[config.mk]
export PLATFORM = sky130hd
export DESIGN_NAME = img_corr_engine_flat
export DESIGN_NICKNAME = d
export VERILOG_FILES = /design/src/rtl/img_corr_engine_if.sv /design/src/rtl/img_corr_engine.sv /design/src/flat_wrapper.sv
export SDC_FILE = /design/constraint.sdc
export NUM_CORES = 2
export LEC_CHECK = 0
export CAP_MARGIN = 20
export CORE_AREA = 2 2 461 463
export DETAILED_ROUTE_END_ITERATION = 10
export DIE_AREA = 0 0 463 465
export SLEW_MARGIN = 25
export SYNTH_ARGS = -nofsm -noshare
export SYNTH_HDL_FRONTEND = slang
export SYNTH_SLANG_ARGS = --single-unit
[constraint.sdc]
create_clock -name clk -period 12.6 [get_ports clk]
set_input_delay 2.52 -clock clk [delete_from_list [all_inputs] [get_ports clk]]
set_output_delay 2.52 -clock clk [all_outputs]
set_load 0.1 [all_outputs]
[src/rtl/img_corr_engine_if.sv]
// Load/action bus between the pattern driver and img_corr_engine, plus the serial result pair.
interface img_corr_engine_if #(
    parameter int unsigned DATA_W = 8
) ();
    logic              in_valid;
    logic              in_valid2;
    logic [DATA_W-1:0] image;
    logic [DATA_W-1:0] template;
    logic [1:0]        image_size;
    logic [1:0]        action;
    logic              out_valid;
    logic              out_value;

    modport master (
        output in_valid, in_valid2, image, template, image_size, action,
        input  out_valid, out_value
    );

    modport slave (
        input  in_valid, in_valid2, image, template, image_size, action,
        output out_valid, out_value
    );
endinterface

[src/rtl/img_corr_engine.sv]
// Zero-padded 3x3 cross-correlation over a stored square image with optional flip/negate,
// streaming each result MSB-first while the next pixel's 9-tap MAC runs alongside.
module img_corr_engine #(
    parameter int unsigned DATA_W  = 8,
    parameter int unsigned MAX_LOG = 4,
    parameter int unsigned OUT_W   = 2 * DATA_W + 4
) (
    input logic              clk,
    input logic              rst_n,
    img_corr_engine_if.slave bus
);
    localparam int unsigned MAX_SIZE = 1 << MAX_LOG;
    localparam int unsigned CW       = MAX_LOG + 1;   // coordinate width, reaches MAX_SIZE
    localparam int unsigned AW       = 2 * MAX_LOG;
    localparam int unsigned LW       = $clog2(MAX_LOG + 1);
    localparam int unsigned BW       = $clog2(OUT_W);
    localparam logic [BW-1:0] LastBit = BW'(OUT_W - 1);

    typedef enum logic [2:0] {StIdle, StLoad, StReady, StCalc, StOut} state_e;

    state_e state_q, state_d;

    logic [DATA_W-1:0]   img_mem [MAX_SIZE*MAX_SIZE];
    logic [DATA_W-1:0]   tmpl_mem [9];
    logic [LW-1:0]       log_side_q, size_log;
    logic [CW-1:0]       side;
    logic [1:0]          action_q;
    logic [CW-1:0]       wr_r_q, wr_c_q;
    logic [3:0]          tcnt_q;
    logic [CW-1:0]       cr_q, cc_q;
    logic [3:0]          tap_q;
    logic [OUT_W-1:0]    acc_q, sh_q;
    logic [BW-1:0]       bit_q;
    logic                out_valid_q;

    logic                load_start, load_beat, calc_start, mac_en, res_load, out_done;
    logic                wr_ok, t_ok, in_range;
    logic [AW-1:0]       wr_addr, rd_addr;
    logic [3:0]          t_idx;
    logic [DATA_W-1:0]   pix_raw, pix_eff;
    logic [2*DATA_W-1:0] prod;
    int                  tap_i, tap_j, src_r, src_c, src_col;

    assign side = CW'(1) << log_side_q;

    // Side code to log2(side), clamped to the largest supported image.
    always_comb begin
        if (int'(bus.image_size) > int'(MAX_LOG) - 2) size_log = LW'(MAX_LOG);
        else size_log = LW'(int'(bus.image_size) + 2);
    end

    // State register.
    always_ff @(posedge clk or negedge rst_n) begin
        if (!rst_n) state_q <= StIdle;
        else state_q <= state_d;
    end

    // Next-state logic; an action request wins over a reload in READY.
    always_comb begin
        state_d = state_q;
        unique case (state_q)
            StIdle:  if (bus.in_valid) state_d = StLoad;
            StLoad:  if (!bus.in_valid) state_d = StReady;
            StReady: begin
                if (bus.in_valid2) state_d = StCalc;
                else if (bus.in_valid) state_d = StLoad;
            end
            StCalc:  if (tap_q == 4'd9) state_d = StOut;
            StOut:   if (out_done) state_d = StReady;
            default: state_d = StIdle;
        endcase
    end

    assign load_start = (state_q != StLoad) && (state_d == StLoad);
    assign load_beat  = load_start || (state_q == StLoad && bus.in_valid);
    assign calc_start = (state_q == StReady) && (state_d == StCalc);
    assign mac_en     = (state_q == StCalc || state_q == StOut) && (tap_q < 4'd9);
    assign out_done   = (state_q == StOut) && (bit_q == LastBit) && (cr_q == side);
    assign res_load   = ((state_q == StCalc) && (tap_q == 4'd9)) ||
                        ((state_q == StOut) && (bit_q == LastBit) && (cr_q != side));

    assign wr_ok   = load_start || (wr_r_q < side);
    assign wr_addr = load_start ? '0 : {wr_r_q[MAX_LOG-1:0], wr_c_q[MAX_LOG-1:0]};
    assign t_ok    = load_start || (tcnt_q < 4'd9);
    assign t_idx   = load_start ? 4'd0 : tcnt_q;

    // Image/template storage; contents are don't-care after reset.
    always_ff @(posedge clk) begin
        if (load_beat && wr_ok) img_mem[wr_addr] <= bus.image;
        if (load_beat && t_ok) tmpl_mem[t_idx] <= bus.template;
    end

    // Tap fetch with zero padding; the transform is applied on read only.
    always_comb begin
        tap_i    = int'(tap_q) / 3;
        tap_j    = int'(tap_q) % 3;
        src_r    = int'(cr_q) + tap_i - 1;
        src_c    = int'(cc_q) + tap_j - 1;
        in_range = (src_r >= 0) && (src_r < int'(side)) && (src_c >= 0) && (src_c < int'(side));
        src_col  = (action_q == 2'd1) ? int'(side) - 1 - src_c : src_c;
        rd_addr  = AW'(src_r * int'(MAX_SIZE) + src_col);
        pix_raw  = img_mem[rd_addr];
        pix_eff  = '0;
        if (in_range) pix_eff = (action_q == 2'd2) ? ~pix_raw : pix_raw;
        prod = tmpl_mem[(tap_q < 4'd9) ? tap_q : 4'd0] * pix_eff;
    end

    // Load pointers, MAC accumulator, pixel walk and serial shifter.
    always_ff @(posedge clk or negedge rst_n) begin
        if (!rst_n) begin
            log_side_q  <= LW'(2);
            action_q    <= 2'd0;
            wr_r_q      <= '0;
            wr_c_q      <= '0;
            tcnt_q      <= '0;
            cr_q        <= '0;
            cc_q        <= '0;
            tap_q       <= '0;
            acc_q       <= '0;
            sh_q        <= '0;
            bit_q       <= '0;
            out_valid_q <= 1'b0;
        end else begin
            if (load_start) begin
                log_side_q <= size_log;
                wr_r_q     <= '0;
                wr_c_q     <= CW'(1);
                tcnt_q     <= 4'd1;
            end else if (state_q == StLoad && bus.in_valid) begin
                if (wr_r_q < side) begin
                    if (wr_c_q == side - CW'(1)) begin
                        wr_c_q <= '0;
                        wr_r_q <= wr_r_q + CW'(1);
                    end else begin
                        wr_c_q <= wr_c_q + CW'(1);
                    end
                end
                if (tcnt_q < 4'd9) tcnt_q <= tcnt_q + 4'd1;
            end

            if (calc_start) begin
                action_q <= bus.action;
                cr_q     <= '0;
                cc_q     <= '0;
                tap_q    <= '0;
                acc_q    <= '0;
            end else if (mac_en) begin
                acc_q <= acc_q + OUT_W'(prod);
                tap_q <= tap_q + 4'd1;
            end

            if (res_load) begin
                sh_q        <= acc_q;
                out_valid_q <= 1'b1;
                bit_q       <= '0;
                acc_q       <= '0;
                tap_q       <= '0;
                if (cc_q == side - CW'(1)) begin
                    cc_q <= '0;
                    cr_q <= cr_q + CW'(1);
                end else begin
                    cc_q <= cc_q + CW'(1);
                end
            end else if (state_q == StOut) begin
                if (bit_q == LastBit) begin
                    out_valid_q <= 1'b0;
                    sh_q        <= '0;
                    bit_q       <= '0;
                end else begin
                    sh_q  <= {sh_q[OUT_W-2:0], 1'b0};
                    bit_q <= bit_q + BW'(1);
                end
            end
        end
    end

    assign bus.out_valid = out_valid_q;
    assign bus.out_value = out_valid_q & sh_q[OUT_W-1];

endmodule

[src/flat_wrapper.sv]
// flat-port wrapper written by rule: the top's interface ports become plain ports
module img_corr_engine_flat 
#(
    parameter int unsigned DATA_W  = 8,
    parameter int unsigned MAX_LOG = 4,
    parameter int unsigned OUT_W   = 2 * DATA_W + 4
)
  (clk, rst_n, bus_in_valid, bus_in_valid2, bus_image, bus_template, bus_image_size, bus_action, bus_out_valid, bus_out_value);
  img_corr_engine_if #(.DATA_W(DATA_W)) bus_i ();
  input logic clk;
  input logic rst_n;
  input wire logic [$bits(bus_i.in_valid)-1:0] bus_in_valid;
  input wire logic [$bits(bus_i.in_valid2)-1:0] bus_in_valid2;
  input wire logic [$bits(bus_i.image)-1:0] bus_image;
  input wire logic [$bits(bus_i.template)-1:0] bus_template;
  input wire logic [$bits(bus_i.image_size)-1:0] bus_image_size;
  input wire logic [$bits(bus_i.action)-1:0] bus_action;
  output wire logic [$bits(bus_i.out_valid)-1:0] bus_out_valid;
  output wire logic [$bits(bus_i.out_value)-1:0] bus_out_value;
  assign bus_i.in_valid = bus_in_valid;
  assign bus_i.in_valid2 = bus_in_valid2;
  assign bus_i.image = bus_image;
  assign bus_i.template = bus_template;
  assign bus_i.image_size = bus_image_size;
  assign bus_i.action = bus_action;
  assign bus_out_valid = bus_i.out_valid;
  assign bus_out_value = bus_i.out_value;
  img_corr_engine #(.DATA_W(DATA_W), .MAX_LOG(MAX_LOG), .OUT_W(OUT_W)) u_core (.clk(clk), .rst_n(rst_n), .bus(bus_i));
endmodule
### Register map, names as in the netlist

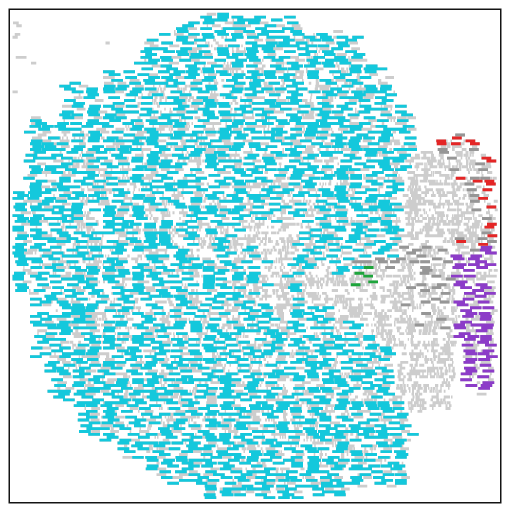
[cyan] `u_core.img_mem` | placed flops: 2048
[red] `u_core.sh_q` | placed flops: 20
[purple] `u_core.tmpl_mem` | placed flops: 72
[green] `u_core.wr_c_q` | placed flops: 5 | where: right middle

### Routed metal, one color a layer

Bar = 100 um.
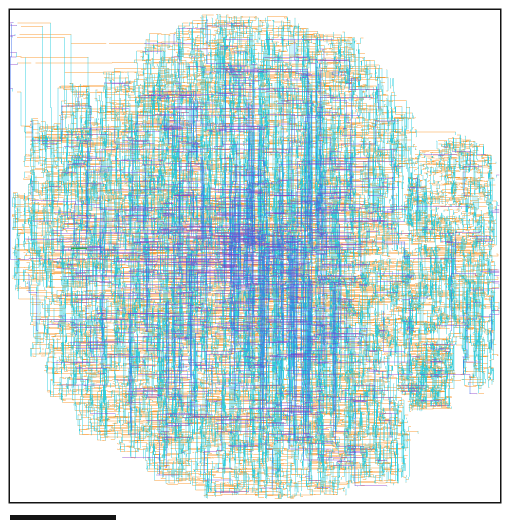
[green] M5 | wire length: 13.8 um
[cyan] M2 | wire length: 125 mm
[orange] M1 | wire length: 105 mm
[purple] M3 | wire length: 23.6 mm
[blue] M4 | wire length: 14300 um

### Pin placement

Pins as bars across the die edge, other pins in gray.
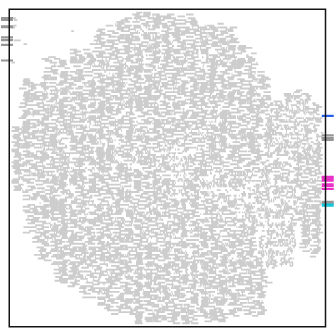
[blue] `bus_out_value` | pins: 1 | direction: output | edge: right
[magenta] `bus_template` | pins: 8 | direction: input | edge: right
[cyan] `bus_action` | pins: 2 | direction: input | edge: right

### Clock wiring as the flow saved it

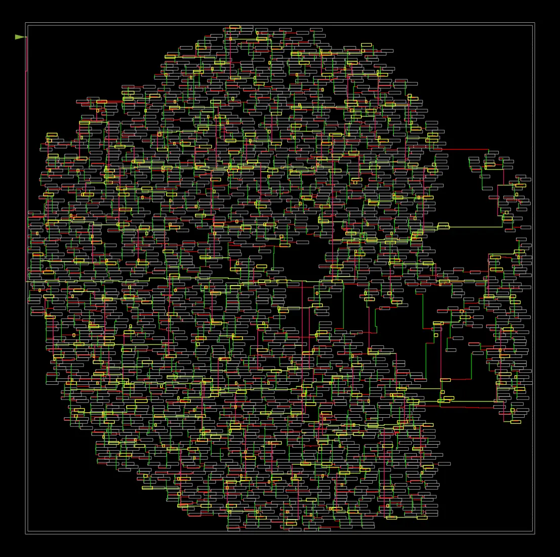
number of clock buffers inserted by TritonCTS: 224
clk sinks: 2202
clock buffer instance count of the final layout: 276
Skew-Pair Late Insertion Delay: 890 ps

==> changes_impl.md <==
### Changed

- Final cell count without fillers: ~9k
- Number of warnings printed during yosys synthesis: 0
- I/O pin cnt: 26
- Gr usage total: 0.247
- Min cycle time layout: ~12000 ps
- Starting DRC count in detailed routing: 6953
- Register share of the cell area: 0.623
- Tapcells: around 2.8k
- DRT Wirelength: ~270000 um
- Smallest setup slack after layout: roughly 460 ps
- Unrepaired setup endpoints after global routing: false
- Crit path DAT: around 13000 ps
- Count of unique library cells instantiated by Yosys: ~97
- Signal buf overhead: 0.0236
- Slowest-stage cell, CP: fa_1
- Die X-Extent: roughly 460 um
- Worst slack at placement: -28.7 ps
- Cell type contributing the most total cell area after synthesis: edfxtp_1
- Fraction of area in multi-input gates: 0.246
- Post-synth net total: just over 6k
- Number of hold violations in the final report: 0
- Max-cap check violation count: 0
- Post-place instance area: approximately 98000 sq um
- Timing-limited maximum frequency: roughly 80 MHz
- Final worst clock skew: slightly below 60 ps
- Kind of end point of the critical path: register
- Routability cong.: 0.935
- Outcome: finished, final reports clean
- Max-Slew Margin vs Limit: 0.207
- Clock edge transition at the registers on the reported setup and hold paths: around 60 ps
- Via count of the first global-routing pass: approximately 54k
- Routed via count: 55.1k
- Non-Clock Buffer Count: 270
- Count of warning messages emitted by the tools: approximately 45
- Area growth from synthesis to layout: 12.0%
- H-tree depth: 4
- Inserted Diodes: 5
- First-pass GRT wire length: around 390000 um
- End-of-flow core utilization: 0.501
- Count of input and output buffers: 25
- Cell area after synthesis: 94200 sq um
- Sequential cell area: about 66000 sq um
- Dominant cell by count in the synthesized netlist: edfxtp_1
- Flip-flop and latch count after synthesis: 2202
- Final sum of negative setup slack: 0 ps
- Biggest area consumer among cell classes: flip-flops and latches
- Height of the die: about 470 um
- Routed Antenna Nets: 0
- Vias per Instance: ~6
- Total of hold buffers inserted after clock tree synthesis: 0
- CTS tree: yes
- Average size of a mapped cell: around 16 sq um
- Min-delay worst type: register to register
- Leftover overflow at the end of global routing: 0
- Final design area excluding fillers: 106000 sq um
- Post-DP HPWL: 170000 um
- Number of buffers on the longest clock path: 3
- Final number of setup-violating endpoints: 0
- Share of the core filled by cells before placement: 0.447
- CP Data Required Time: ~13000 ps
- Portion of synthesized cell area occupied by the leading cell type: 0.676
- Path type of the worst setup path: register to register
- Total cell area reported by yosys after synthesis: about 94000 sq um
- DRC violation count after routing: 0
- ClkCell Share: 0.0671
- Core ar.: between 200000 and 250000 sq um
- Initial antenna violation count: 6
- Crit path largest cell delay: 580 ps
-- state kept, by name (all words and copies together) (netlist names) --
name                  flops
u_core.img_mem         2048
u_core.tmpl_mem          72
u_core.acc_q             20
u_core.sh_q              20
u_core.bit_q              5
u_core.cc_q               5
u_core.cr_q               5
u_core.wr_c_q             5
u_core.wr_r_q             5
u_core.tap_q              4
u_core.tcnt_q             4
u_core.log_side_q         3
u_core.state_q            3
u_core.action_q           2
u_core.bus.out_valid      1
-- cells by family (layout without fill, tap and decap cells) --
group / after synthesis / count (layout) / synth area share
other cells: 0 / 5 / 0
buf+inv: 560 / 892 / 0.0303
mux: 472 / 472 / 0.105
simple gates: 1902 / 1902 / 0.0902
compound gates: 605 / 605 / 0.0426
flops: 2202 / 2202 / 0.698
xor+xnor: 62 / 62 / 0.00608
fa+ha+maj: 178 / 178 / 0.0279
-- routing by layer --
layer | vias to the layer above | share of wire | global-route usage
met5 | - | 0.000048 | 0
met4 | 2 | 0.053 | 0.114
met3 | 572 | 0.088 | 0.0441
met2 | 2738 | 0.47 | 0.388
met1 | 28400 | 0.39 | 0.338
li1 | 23300 | - | -
-- path summary, 6_finish.rpt --
kind | cells past startpoint | slack [ps] | start | to
setup / recovery | 47 | 460 | u_core.tap_q[3] | u_core.acc_q[16]
hold / removal | 2 | 490 | u_core.sh_q[19] | u_core.sh_q[19]
setup reg to reg | 47 | 460 | u_core.tap_q[3] | u_core.acc_q[16]
hold reg to reg | 2 | 490 | u_core.sh_q[19] | u_core.sh_q[19]
max in group asynchronous | 2 | 9970 | rst_n | u_core.tap_q[3]
min in group asynchronous | 1 | 1590 | rst_n | u_core.acc_q[2]
